### PDN straps and rails

Bar = 50 um. Pins as bars on the die edge. Tap cells in grey.
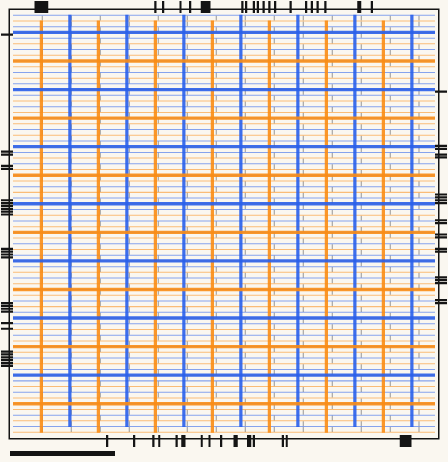
### The metal 4 layer

Cells faint in the background.
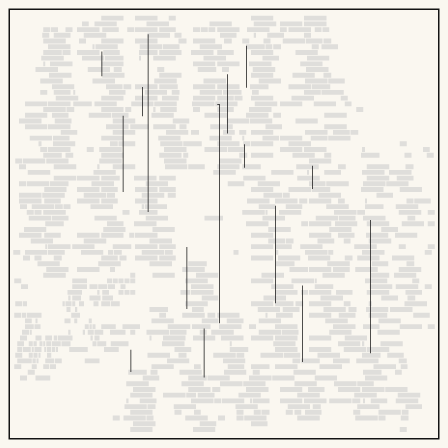
### Close-up of the layout

Window x 140 to 165, y 38 to 63 um. Cells in grey, sequential cells in the stronger grey; small squares are vias.
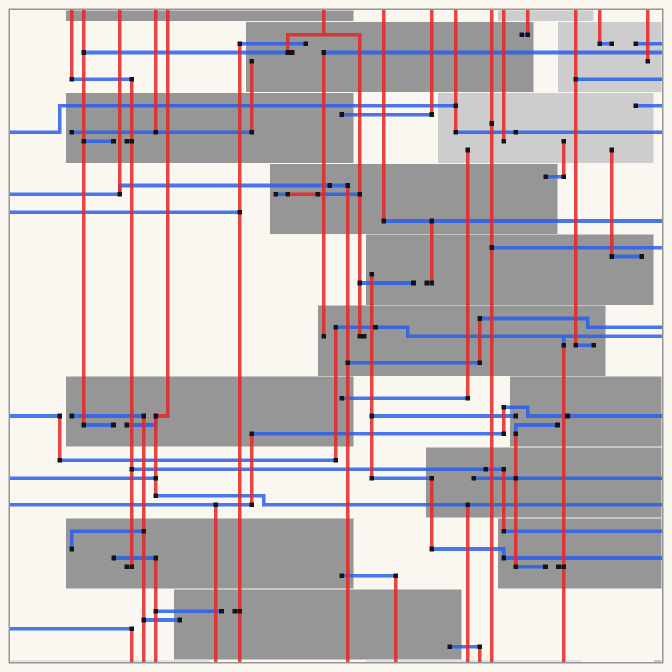
### Signal wires by layer

Only two layers are drawn.
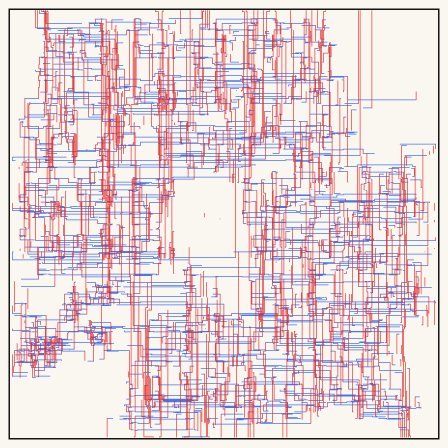
### Congestion heat map

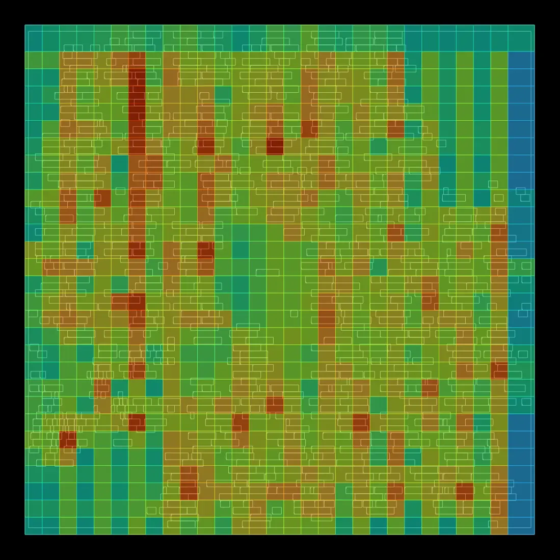
--- src/rtl/axi_xbar_pkg.sv ---
// Shared AXI crossbar types: burst encoding and pointer sizing helper.
package axi_xbar_pkg;

  typedef enum logic [1:0] {
    FIXED = 2'b00,
    INCR  = 2'b01,
    WRAP  = 2'b10
  } axi_burst_e;

  function automatic int unsigned ptr_width(input int unsigned depth);
    return (depth > 1) ? $clog2(depth) : 1;
  endfunction

endpackage

--- src/rtl/fifo_ptr_ctrl.sv ---
// FIFO pointer/occupancy control with explicit wrap for non-power-of-2 depths.
module fifo_ptr_ctrl
  import axi_xbar_pkg::*;
#(
  parameter  int DEPTH = 8,
  localparam int PTR_W = ptr_width(DEPTH),
  localparam int CNT_W = $clog2(DEPTH + 1)
) (
  input  logic             clk,
  input  logic             rst,
  input  logic             push,
  input  logic             pop,
  output logic [PTR_W-1:0] wr_ptr,
  output logic [PTR_W-1:0] rd_ptr,
  output logic [CNT_W-1:0] count,
  output logic             full,
  output logic             empty
);

  function automatic logic [PTR_W-1:0] ptr_next(input logic [PTR_W-1:0] p);
    return (p == PTR_W'(DEPTH - 1)) ? '0 : p + 1'b1;
  endfunction

  always_ff @(posedge clk) begin
    if (rst) begin
      wr_ptr <= '0;
      rd_ptr <= '0;
      count  <= '0;
    end else begin
      if (push) wr_ptr <= ptr_next(wr_ptr);
      if (pop)  rd_ptr <= ptr_next(rd_ptr);
      case ({push, pop})
        2'b10:   count <= count + 1'b1;
        2'b01:   count <= count - 1'b1;
        default: count <= count;
      endcase
    end
  end

  assign full  = (count == CNT_W'(DEPTH));
  assign empty = (count == '0);

endmodule

--- src/rtl/ar_sync_queue.sv ---
// Single-clock AXI AR request queue with first-word fall-through.
// Optional empty-queue bypass when AR_SYNC_QUEUE_BYPASS_EN is defined.
module ar_sync_queue
  import axi_xbar_pkg::*;
#(
  parameter int ID_WIDTH     = 4,
  parameter int ADDR_WIDTH   = 32,
  parameter int LEN_WIDTH    = 4,
  parameter int SIZE_WIDTH   = 3,
  parameter int DEPTH        = 8,
  parameter int AFULL_THRESH = 6
) (
  input  logic                       clk,
  input  logic                       rst,
  input  logic [ID_WIDTH-1:0]        s_ARID,
  input  logic [ADDR_WIDTH-1:0]      s_ARADDR,
  input  logic [LEN_WIDTH-1:0]       s_ARLEN,
  input  logic [SIZE_WIDTH-1:0]      s_ARSIZE,
  input  logic [1:0]                 s_ARBURST,
  input  logic                       s_ARVALID,
  output logic                       s_ARREADY,
  output logic [ID_WIDTH-1:0]        m_ARID,
  output logic [ADDR_WIDTH-1:0]      m_ARADDR,
  output logic [LEN_WIDTH-1:0]       m_ARLEN,
  output logic [SIZE_WIDTH-1:0]      m_ARSIZE,
  output logic [1:0]                 m_ARBURST,
  output logic                       m_ARVALID,
  input  logic                       m_ARREADY,
  output logic [$clog2(DEPTH+1)-1:0] count,
  output logic                       almost_full
);

  localparam int PTR_W = ptr_width(DEPTH);
  localparam int CNT_W = $clog2(DEPTH + 1);

  typedef struct packed {
    logic [ID_WIDTH-1:0]   id;
    logic [ADDR_WIDTH-1:0] addr;
    logic [LEN_WIDTH-1:0]  len;
    logic [SIZE_WIDTH-1:0] size;
    axi_burst_e            burst;
  } ar_req_t;

  ar_req_t          mem [DEPTH];
  ar_req_t          s_req;
  ar_req_t          head;
  logic [PTR_W-1:0] wr_ptr;
  logic [PTR_W-1:0] rd_ptr;
  logic [CNT_W-1:0] cnt;
  logic             full;
  logic             empty;
  logic             wr_en;
  logic             rd_en;

  assign s_req = '{id: s_ARID, addr: s_ARADDR, len: s_ARLEN, size: s_ARSIZE,
                   burst: axi_burst_e'(s_ARBURST)};

  fifo_ptr_ctrl #(.DEPTH(DEPTH)) u_ptr (
    .clk    (clk),
    .rst    (rst),
    .push   (wr_en),
    .pop    (rd_en),
    .wr_ptr (wr_ptr),
    .rd_ptr (rd_ptr),
    .count  (cnt),
    .full   (full),
    .empty  (empty)
  );

  // s_ARREADY depends only on rst and registered occupancy, never on m_ARREADY
  always_comb begin
    s_ARREADY = !rst && !full;
    rd_en     = !rst && !empty && m_ARREADY;
`ifdef AR_SYNC_QUEUE_BYPASS_EN
    if (empty) begin
      m_ARVALID = !rst && s_ARVALID;
      head      = s_req;
    end else begin
      m_ARVALID = !rst;
      head      = mem[rd_ptr];
    end
    wr_en = s_ARVALID && s_ARREADY && !(empty && m_ARREADY);
`else
    m_ARVALID = !rst && !empty;
    head      = mem[rd_ptr];
    wr_en     = s_ARVALID && s_ARREADY;
`endif
  end

  // Storage holds data only; it is intentionally not reset
  always_ff @(posedge clk) begin
    if (wr_en) mem[wr_ptr] <= s_req;
  end

  assign m_ARID      = head.id;
  assign m_ARADDR    = head.addr;
  assign m_ARLEN     = head.len;
  assign m_ARSIZE    = head.size;
  assign m_ARBURST   = head.burst;
  assign count       = rst ? '0 : cnt;
  assign almost_full = !rst && (cnt >= CNT_W'(AFULL_THRESH));

endmodule
--- config.mk ---
export PLATFORM = sky130hd
export DESIGN_NAME = ar_sync_queue
export DESIGN_NICKNAME = d
export VERILOG_FILES = /design/src/rtl/axi_xbar_pkg.sv /design/src/rtl/fifo_ptr_ctrl.sv /design/src/rtl/ar_sync_queue.sv
export SDC_FILE = /design/constraint.sdc
export NUM_CORES = 1
export LEC_CHECK = 0
export CORE_UTILIZATION = 35
export DETAILED_ROUTE_END_ITERATION = 10
export PLACE_DENSITY = 0.49
export SLEW_MARGIN = 20
export SYNTH_ARGS = -nofsm -noshare
export SYNTH_HDL_FRONTEND = slang
export SYNTH_SLANG_ARGS = --single-unit
export TNS_END_PERCENT = 10
--- constraint.sdc ---
create_clock -name clk -period 10.16 [get_ports clk]
set_input_delay 2.54 -clock clk [delete_from_list [all_inputs] [get_ports clk]]
set_output_delay 2.54 -clock clk [all_outputs]
set_load 0.005 [all_outputs]
==> run notes <==
Net count after synthesis: 659. For the worst-skew pair, the clock arrives at the later sink with an insertion delay of 0.54 ns. The post-synth register bit count is 373. The first global-routing pass estimated 45.1 mm of wire. Listed in order, past its start point the critical path passes clkdlybuf4s50_1 -> nor2b_1 -> a21o_1 -> clkdlybuf4s50_1. The run gives 101 as the count of boundary I/O pins.

The first routing iteration left 385 violations. The xor and xnor fraction of the mapped netlist area works out to 0.00184. In this run the tool buffered the top-level ports with 100 buffer cells. For this run, the chip area from Yosys synthesis comes to 14300 um^2.

The tools report the setup slack on the worst flop-to-flop path as 7.46 ns. The number of different library cells used by synthesis comes to 36. The data arrival time reported for the critical path is 4.26 ns.

The worst relative slew slack came out at 0.336. With the share of synthesized cell area in and-or and or-and compound cells at 0.00632, the mean cell area of the mapped netlist is 23.6 um^2. Area growth from synthesis to layout: 20.0%.

Kind of end point of the critical path: a primary output. The fraction of the mapped netlist area in adder cells is 0.00614. The setup path with the least slack is of type in2out.

Number of resized instances in the post-cts repair step: 0. With the share of synthesized area spent on multiplexers at 0.179, the transition time of the tightest slew-check pin is 0.995 ns. In the layout the commonest cells are 360 x sky130_fd_sc_hd__edfxtp_1, 100 x sky130_fd_sc_hd__clkdlybuf4s50_1, 90 x sky130_fd_sc_hd__mux4_2.

Among all stages on the critical path, the maximum delay recorded is 0.71 ns. The static leakage power came out at 5.24 nW. Setup repair after global routing left no endpoint under its margin.

The logs give 0.777 for the sequential cell area fraction in the yosys report and 3.35 ns for the setup slack at placement. The run gives 15.9 mm as the sum of net half-perimeters after detailed placement. Worst flop-to-flop path startpoint: u_ptr.count[1]$_SDFFE_PP0P_.

In the synthesized netlist, the dominant kind of combinational cell is multiplexers. TritonCTS built the clock tree. The flow ran to the end, and the final reports show no timing, DRC or antenna violations. In this run, CTS created clock tree buffers numbering 41.

The run gives 147 MHz for the highest attainable clock frequency. Synthesis produced a netlist whose cell count is 603. For this run, design rule violations remaining after detail routing come to 0. The cell depth of the worst hold path was 2. For the maximum number of buffers from clock root to sink, the log shows 3. The run gives 0 for the initial antenna violation count. The Yosys step of the flow raised 0 warnings. In this design, the critical path's most frequently occurring cell is sky130_fd_sc_hd__clkdlybuf4s50_1.

The tools report the number of routed nets with antenna violations as 0. The largest net degree at the start of global routing is 49, and the period utilization is 0.670. The synthesis report names the predominant flop master as sky130_fd_sc_hd__edfxtp_1. The via density per instance works out to 5.02.

In the final timing run, aggregate negative setup slack is 0 ns. The tool warning count for the run is 27. The tools report the total overflow reported by the global router as 0. Clock-pin slew was measured on the worst setup and hold paths at 0.05 ns. After clock tree synthesis, the setup repair step added 0 buffers. The first detailed-routing pass ran for 4 iterations. At the end of routability-driven placement, the weighted congestion stood at 0.682. For reference, the final report shows the hold violation count at 0.

The run gives 7.62 ns for the data required time of the critical path. In this run the critical register-to-register path is captured at mem[7][20]$_DFFE_PP_. Leaving out buffers and inverters, the combinational logic in the layout accounts for 3030 um^2. With the proportion of register bits with asynchronous set or reset after synthesis at 0, the power per cell area is 195 nW/um^2. The sequential cells in the finished layout cover a total of 11100 um^2. With the clock sink count at 373, the met2 track utilization from global routing is 0.262.

The overall die size recorded for this design is 41500 um^2.
Back to the opening pictures, 'PDN straps and rails':
legend:
  VSS:
    colour: orange
  VDD:
    colour: blue
met1 rails: 74
rows: 73
tap cells: 525
signal pins: 101
y dimension of the die: 204 um
maximum ir drop on the vdd rail: 91.7 uV
Die X-Extent: 204 um
CORE AREA: 39900 um^2

Back to the opening pictures, 'The metal 4 layer':
share of all routed wire: 1.8%
wire length on this layer: 528 um
nets with wire on the layer: 7
longest straight run: 104 um
main direction: vertical
vias post-DR: 6482
Routed WL: 30.1 mm

Back to the opening pictures, 'Close-up of the layout':
legend:
  metal 1:
    colour: blue
  metal 2:
    colour: red
most frequent: edfxtp_1 (11), mux4_2 (1), mux2_2 (1)
netlist names of flops here include: `mem` (11)
sequential cells in the window: 11
cells with their middle in the window: 13

Back to the opening pictures, 'Signal wires by layer':
legend:
  metal 2:
    colour: red
    wire_length: 15600 um
  metal 1:
    colour: blue
    wire_length: 12600 um
global router's overall resource usage: 0.149
routed len/inst: 23.4 um

Back to the opening pictures, 'Congestion heat map':
busiest layer in global routing: met2
share of the core filled with cells: 0.429
met3 track demand over resource in global routing: 0.0297
met1 GRT Util: 0.187

Yosys cell counts (2+ instances only):
cell type,number,area [um^2]
sky130_fd_sc_hd__a21oi_1,4,20.0
sky130_fd_sc_hd__buf_1,4,15.0
sky130_fd_sc_hd__buf_4,2,15.0
sky130_fd_sc_hd__buf_6,10,113
sky130_fd_sc_hd__clkbuf_1,12,45.0
sky130_fd_sc_hd__dfxtp_1,13,260
sky130_fd_sc_hd__edfxtp_1,360,10800
sky130_fd_sc_hd__ha_1,7,87.6
sky130_fd_sc_hd__inv_1,2,7.51
sky130_fd_sc_hd__mux2_2,46,518
sky130_fd_sc_hd__mux4_2,90,2030
sky130_fd_sc_hd__nand2_1,6,22.5
sky130_fd_sc_hd__nand2b_1,3,18.8
sky130_fd_sc_hd__nand3b_1,2,15.0
sky130_fd_sc_hd__nor2_1,8,30.0
sky130_fd_sc_hd__nor2b_1,4,25.0
sky130_fd_sc_hd__nor3_1,2,10.0
sky130_fd_sc_hd__nor3b_1,3,22.5
sky130_fd_sc_hd__nor4_1,2,12.5
sky130_fd_sc_hd__nor4b_1,2,17.5
sky130_fd_sc_hd__o21ai_0,4,20.0
sky130_fd_sc_hd__xor2_1,3,26.3
registers in the layout, summed over array words and instances (netlist names), named ones only:
signal and flops:
mem 360, u_ptr.wr_ptr 3, u_ptr.rd_ptr 3, u_ptr.count 4
cells by family after synthesis:
group | after synthesis
AOI/OAI and AO/OA | 14
xor gates and xnor gates | 3
adders and majority gates | 7
buffers and inverters | 31
DFF | 373
muxes | 137
and+or+nand+nor | 38
worst max path at each step:
| stage | start | to |
|---|---|---|
| floorplan | rst | mem[4][0]$_DFFE_PP_ |
| global placement | rst | almost_full |
| detailed placement | rst | almost_full |
| CTS | rst | almost_full |
| global route | rst | almost_full |
| finish | rst | almost_full |
routing by layer:
metal  vias to the layer above  part of all wire
li1                       2816                 -
met1                      3477              0.42
met2                       150              0.52
met3                        39             0.047
met4                         0             0.017
met5                         -                 0
cell type report:
class,instances,area share
repair buffers,117,0.0660
flip-flops and latches,373,0.648
diodes,1,0.000146
multi-input cells,199,0.177
inverters,2,0.000439
well taps,525,0.0384
clock buffers,55,0.0642
clock inverters,18,0.00614
power breakdown:
group | switching (mW) | total, mW | internal (mW)
combinational | 0.101 | 0.267 | 0.166
sequential | 0.0279 | 1.73 | 1.71
clock | 0.570 | 1.33 | 0.759
total | 0.699 | 3.33 | 2.63
worst max-delay path, delay by kind of cell:
| family | cells | cell delay (ns) |
|---|---|---|
| AND/OR/NAND/NOR | 1 | 0.34 |
| buffers and inverters | 2 | 1.21 |
| AND-OR/OR-AND | 1 | 0.16 |
stage by stage:
step           hold WS, ns   util
6_report             0.523  0.429
5_1_grt              0.540  0.429
4_1_cts              0.519  0.429
3_5_place_dp         0.504  0.398
3_3_place_gp         0.494  0.398
2_1_floorplan        0.468      -
Power and IR drop assume default switching activity.
